--- src/rtl/systolic_feeder.sv ---
// Skewed-stream front end for an NxN output-stationary systolic array: job FSM, array clear, done pulse.
// Optional stall counter is built only when FEEDER_STALL_CNT_EN is defined.
module systolic_feeder #(
  parameter int DATA_WIDTH = 4,
  parameter int N          = 2,
  parameter int CNT_WIDTH  = 8
) (
  input  logic                    clk,
  input  logic                    reset,
  input  logic                    start,
  input  logic [CNT_WIDTH-1:0]    k_len,
  input  logic                    in_valid,
  output logic                    in_ready,
  input  logic [N*DATA_WIDTH-1:0] a_col,
  input  logic [N*DATA_WIDTH-1:0] b_row,
  output logic [N*DATA_WIDTH-1:0] left_data,
  output logic [N*DATA_WIDTH-1:0] top_data,
  output logic                    arr_rst,
  output logic                    busy,
  output logic                    done,
  output logic [CNT_WIDTH-1:0]    stall_cnt
);

  typedef enum logic [2:0] {IDLE, CLEAR, STREAM, DRAIN, DONE} state_e;

  localparam logic [CNT_WIDTH-1:0] DRAIN_LAST = CNT_WIDTH'(2 * N - 2);
  localparam logic [CNT_WIDTH-1:0] ONE        = CNT_WIDTH'(1);

  state_e               state_q, state_d;
  logic [CNT_WIDTH-1:0] k_len_q, k_len_d;
  logic [CNT_WIDTH-1:0] beat_cnt_q, beat_cnt_d;
  logic [CNT_WIDTH-1:0] drain_cnt_q, drain_cnt_d;
  logic                 arr_rst_q, arr_rst_d;
  logic                 accept;

  assign in_ready = (state_q == STREAM);
  assign busy     = (state_q != IDLE);
  assign done     = (state_q == DONE);
  assign arr_rst  = arr_rst_q;
  assign accept   = in_valid && in_ready;

  always_comb begin
    // NOTE: every comb output gets a default first so no path can infer a latch.
    state_d     = state_q;
    k_len_d     = k_len_q;
    beat_cnt_d  = beat_cnt_q;
    drain_cnt_d = drain_cnt_q;
    unique case (state_q)
      IDLE: begin
        if (start) begin
          k_len_d = k_len;
          state_d = CLEAR;
        end
      end
      CLEAR: begin
        beat_cnt_d  = '0;
        drain_cnt_d = '0;
        state_d     = (k_len_q == '0) ? DRAIN : STREAM;
      end
      STREAM: begin
        if (accept) begin
          beat_cnt_d = beat_cnt_q + ONE;
          if (beat_cnt_q == k_len_q - ONE) state_d = DRAIN;
        end
      end
      DRAIN: begin
        // Hold long enough for the last beat to reach the far-corner PE.
        if (drain_cnt_q == DRAIN_LAST) state_d = DONE;
        else                           drain_cnt_d = drain_cnt_q + ONE;
      end
      DONE:    state_d = IDLE;
      default: state_d = IDLE;
    endcase
    arr_rst_d = (state_d == CLEAR);
  end

  always_ff @(posedge clk or negedge reset) begin
    // NOTE: sequential state uses non-blocking assignments so all flops update together.
    if (!reset) begin
      state_q     <= IDLE;
      k_len_q     <= '0;
      beat_cnt_q  <= '0;
      drain_cnt_q <= '0;
      arr_rst_q   <= 1'b1;
    end else begin
      state_q     <= state_d;
      k_len_q     <= k_len_d;
      beat_cnt_q  <= beat_cnt_d;
      drain_cnt_q <= drain_cnt_d;
      arr_rst_q   <= arr_rst_d;
    end
  end

  // Lane i carries i+1 register stages, which produces the diagonal wavefront.
  for (genvar i = 0; i < N; i++) begin : g_lane
    logic [DATA_WIDTH-1:0] a_pipe_q [i+1];
    logic [DATA_WIDTH-1:0] a_pipe_d [i+1];
    logic [DATA_WIDTH-1:0] b_pipe_q [i+1];
    logic [DATA_WIDTH-1:0] b_pipe_d [i+1];

    always_comb begin
      a_pipe_d[0] = accept ? a_col[i*DATA_WIDTH +: DATA_WIDTH] : '0;
      b_pipe_d[0] = accept ? b_row[i*DATA_WIDTH +: DATA_WIDTH] : '0;
      for (int s = 1; s <= i; s++) begin
        a_pipe_d[s] = a_pipe_q[s-1];
        b_pipe_d[s] = b_pipe_q[s-1];
      end
    end

    always_ff @(posedge clk or negedge reset) begin
      if (!reset) begin
        // NOTE: skew stages are reset so an aborted job cannot leak stale operands into the array.
        for (int s = 0; s <= i; s++) begin
          a_pipe_q[s] <= '0;
          b_pipe_q[s] <= '0;
        end
      end else begin
        for (int s = 0; s <= i; s++) begin
          a_pipe_q[s] <= a_pipe_d[s];
          b_pipe_q[s] <= b_pipe_d[s];
        end
      end
    end

    assign left_data[i*DATA_WIDTH +: DATA_WIDTH] = a_pipe_q[i];
    assign top_data[i*DATA_WIDTH +: DATA_WIDTH]  = b_pipe_q[i];
  end

`ifdef FEEDER_STALL_CNT_EN
  logic [CNT_WIDTH-1:0] stall_cnt_q, stall_cnt_d;

  always_comb begin
    stall_cnt_d = stall_cnt_q;
    if (state_q == CLEAR)
      stall_cnt_d = '0;
    else if (state_q == STREAM && !in_valid && stall_cnt_q != '1)
      stall_cnt_d = stall_cnt_q + ONE;
  end

  always_ff @(posedge clk or negedge reset) begin
    if (!reset) stall_cnt_q <= '0;
    else        stall_cnt_q <= stall_cnt_d;
  end

  assign stall_cnt = stall_cnt_q;
`else
  assign stall_cnt = '0;
`endif

endmodule
--- config.mk ---
export PLATFORM = sky130hd
export DESIGN_NAME = systolic_feeder
export DESIGN_NICKNAME = d
export VERILOG_FILES = /design/src/rtl/systolic_feeder.sv
export SDC_FILE = /design/constraint.sdc
export NUM_CORES = 1
export LEC_CHECK = 0
export CAP_MARGIN = 5
export CORE_UTILIZATION = 49
export CTS_BUF_LIST = sky130_fd_sc_hd__clkbuf_16
export CTS_CLUSTER_DIAMETER = 200
export DETAILED_ROUTE_END_ITERATION = 12
export HOLD_SLACK_MARGIN = 0.1
export PLACE_DENSITY = 0.79
export SLEW_MARGIN = 30
export SYNTH_ARGS = -nofsm -noshare
export SYNTH_HDL_FRONTEND = slang
export SYNTH_SLANG_ARGS = --single-unit
--- constraint.sdc ---
create_clock -name clk -period 2 [get_ports clk]
set_clock_uncertainty 0.05 [all_clocks]
set_input_delay 0.4 -clock clk [delete_from_list [all_inputs] [get_ports clk]]
set_output_delay 0.4 -clock clk [all_outputs]
set_load 0.01 [all_outputs]
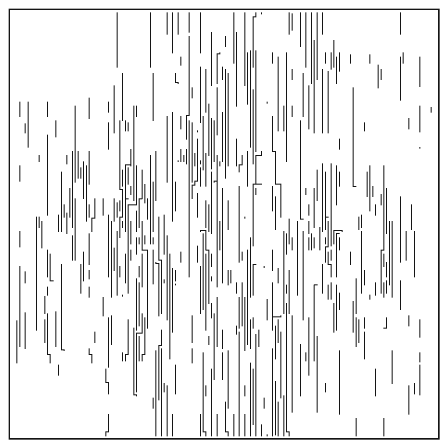
(the metal 2 layer)
main direction = vertical
longest straight run = 25.8 um
nets with wire on the layer = 252
share of all routed wire = 54%
wire length on this layer = 2310 um
via count: 1640
met2 Use GR: 0.3184

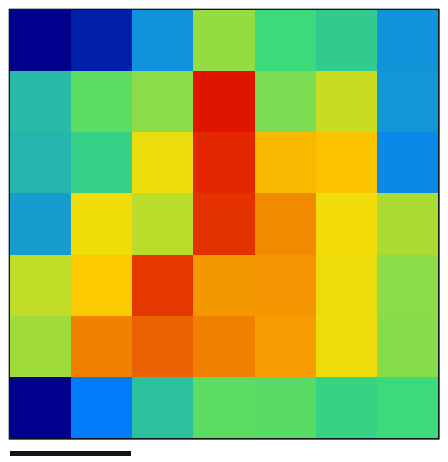
(placement density heat map)
Scale bar: 20 um. 7 x 7 tiles, from dark blue (low) to red (high), 0 to 100% covered.
nearly empty tiles = 4.1%
tiles over 75% full = 29%
densest ninth of the die = middle
fullest tile = 98%
mean over tiles = 60%
core footprint: 0.004444 mm2
final core utilization: 0.6869

==> impl_metrics.yaml <==
# synthesis and place-and-route metrics
sta:
  timing.fmax_mhz: 531.1
  worstMarginPinSlew_ns: 0.5539
  slew_headroom: 0.6291
  worst_slack_ns: 0.1172
  setup_violations: 0
  rsz0062_at_grt: "no"
  min_period_over_period: 0.9414
  final_hold_viol_count: 0
detailed_routing:
  drt_first_iter_violations: 74
  dr.pass1.iters: 8
  route.detailed.drc: 2
  avgViaCountPerCell: 5.290
floorplanning:
  ios: 56
  dieWidth_um: 70.84
  die_h_um: 70.84
layout:
  nFillCells: 339
  final_common_cell: "dfrtp_1"
  nNetsFinal: 289
  area_growth_pct: 31.47
  diodes: 0
clock_tree:
  clk_latency_ns: 0.28
  clk_path_buf_depth: 2
  cts_tree: "built"
  clk_pin_slew_ns: 0.06
  cts-root-buf: "clkbuf_16"
  cts_setup_buffers: 0
power_and_ir_drop:
  cellPowerDensity_mw_per_mm2: 1227
  p_leak_nw: 1.384
  ir_worst_vdd_mv: 0.7987
global_routing:
  grt_pass1_vias: 1558
  globalRouteOverflowTotal: 0
  grt_max_degree: 53
logic_synthesis:
  ys_async_sr_fraction: 1.000
  edf_count: 0
  synth-seq-cells: 52
  ys_chip_area_mm2: 0.002322
  ys.warnings.count: 0
worst_setup_path:
  path_class: "flip-flop to primary output"
  crit_fanout: 7
  crit_arrival_ns: 1.43
  start_kind: "flip-flop"
  endpoint_kind: "primary output"
  worstPathRequired_ns: 1.55
run_status:
  violations: "DRC"
  outcome: "finished with violations"
placement:
  dp_hpwl_um: 3020
  gp_congestion: 0.9495
  io_buffers: 47
flow_run:
  warnings: 27
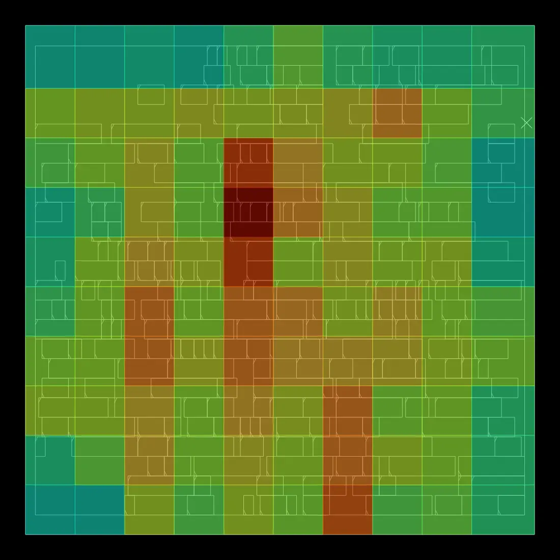
(routing congestion)
GRT Overall Usage: 0.1876
grt peak-use layer: met2
routed len/inst: 13.83 um

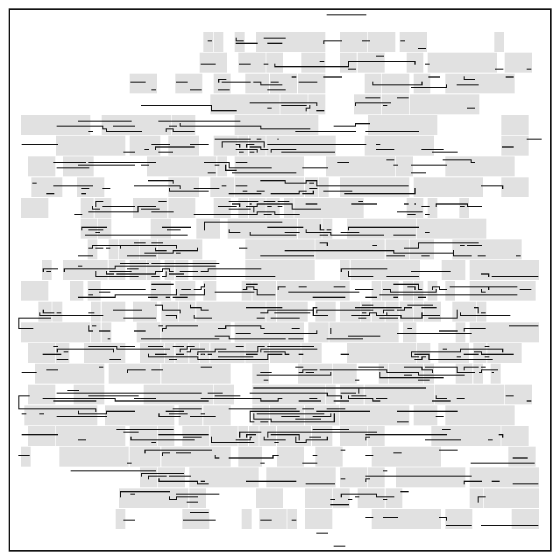
(the metal 1 layer)
Cells faint in the background.
nets with wire on the layer = 256
share of all routed wire = 42%
grt met1 use: 0.2429
wirelength, routed: 4287 um

-- stage by stage --
step           hold slack, ns  power (mW)
2_1_floorplan         0.05441       2.332
3_3_place_gp           0.2814       2.760
3_5_place_dp           0.2855       2.804
4_1_cts                0.3007       3.742
5_1_grt                0.3073       3.990
6_report               0.2985       3.746
-- area by class of cell --
type / instances / area, um2 / area share
flip-flops and latches: 52 / 1305 / 0.4275
inverters: 4 / 15.01 / 0.004918
clock buffers: 5 / 125.1 / 0.04098
multi-input cells: 141 / 978.4 / 0.3205
clock inverters: 3 / 38.79 / 0.01270
repair buffers: 53 / 525.5 / 0.1721
well taps: 52 / 65.06 / 0.02131
-- final timing paths --
kind	start	endpoint	slack [ns]
worst max-delay path	state_q[0]$_DFF_PN0_	busy	0.12
worst min-delay path	g_lane[1].a_pipe_d[0]$_DFF_PN0_	left_data[4]$_DFF_PN0_	0.30
worst max register to register	drain_cnt_q[0]$_DFFE_PN0P_	drain_cnt_q[1]$_DFFE_PN0P_	0.18
worst min register to register	g_lane[1].a_pipe_d[0]$_DFF_PN0_	left_data[4]$_DFF_PN0_	0.30
max in group asynchronous	reset	arr_rst$_DFF_PN1_	1.03
min in group asynchronous	reset	left_data[4]$_DFF_PN0_	0.59
-- cells in the mapped netlist (3+ instances only) --
cell	instances	area, um2
and2_1	16	100.1
ha_1	4	50.05
nor3b_1	3	22.52
a21oi_1	3	15.01
clkbuf_1	3	11.26
inv_1	4	15.01
nand4_1	3	18.77
nor3_1	3	15.01
nand3_1	4	20.02
buf_4	9	67.56
xnor2_1	7	61.31
mux2_2	8	90.09
o21ai_0	6	30.03
or3_1	3	18.77
nor2_1	20	75.07
xor2_1	11	96.34
nand2_1	13	48.80
dfrtp_1	51	1276
-- repair_timing --
item	in CTS	in global routing
pin swaps	0	1
setup endpoints to repair	3	2
resized	4	7
hold endpoints to repair	51	0
hold buffers	1	0
-- kinds of logic after synthesis --
| logic type | after synthesis | synth area share |
|---|---|---|
| and+or+nand+nor | 82 | 0.2042 |
| xor gates and xnor gates | 18 | 0.06789 |
| AOI/OAI and AO/OA | 20 | 0.06034 |
| muxes | 9 | 0.04311 |
| DFF | 52 | 0.5609 |
| other | 1 | 0.001615 |
| buffers and inverters | 16 | 0.04041 |
| adders and majority gates | 4 | 0.02155 |
-- critical path, cell delays in order (launching register included) --
cell and delay [ns]:
dfrtp_1 0.45, or3_1 0.41, dlygate4sd2_1 0.30
-- per-layer routing --
layer | up-vias | share of wire | track usage
met5 | - | 0 | 0
met4 | 0 | 0.011 | 0.05333
met3 | 7 | 0.031 | 0.04274
met2 | 30 | 0.54 | 0.3184
met1 | 823 | 0.42 | 0.2429
li1 | 780 | - | -
-- sequential cells by signal (all words and copies together), names as in the netlist --
register         flops
top_data             4
beat_cnt_q           8
arr_rst              1
drain_cnt_q          8
g_lane.a_pipe_q      4
k_len_q              8
g_lane.b_pipe_d      4
g_lane.b_pipe_q      4
left_data            4
g_lane.a_pipe_d      4
state_q              3
-- power by group --
part           switching (mW)  internal, mW  total [mW]
sequential              0.259          1.30        1.56
clock                   0.347         0.583       0.930
combinational           0.571         0.685        1.26
total                    1.18          2.57        3.75
Power figures rest on the tool's default switching activity, not on a simulated workload.
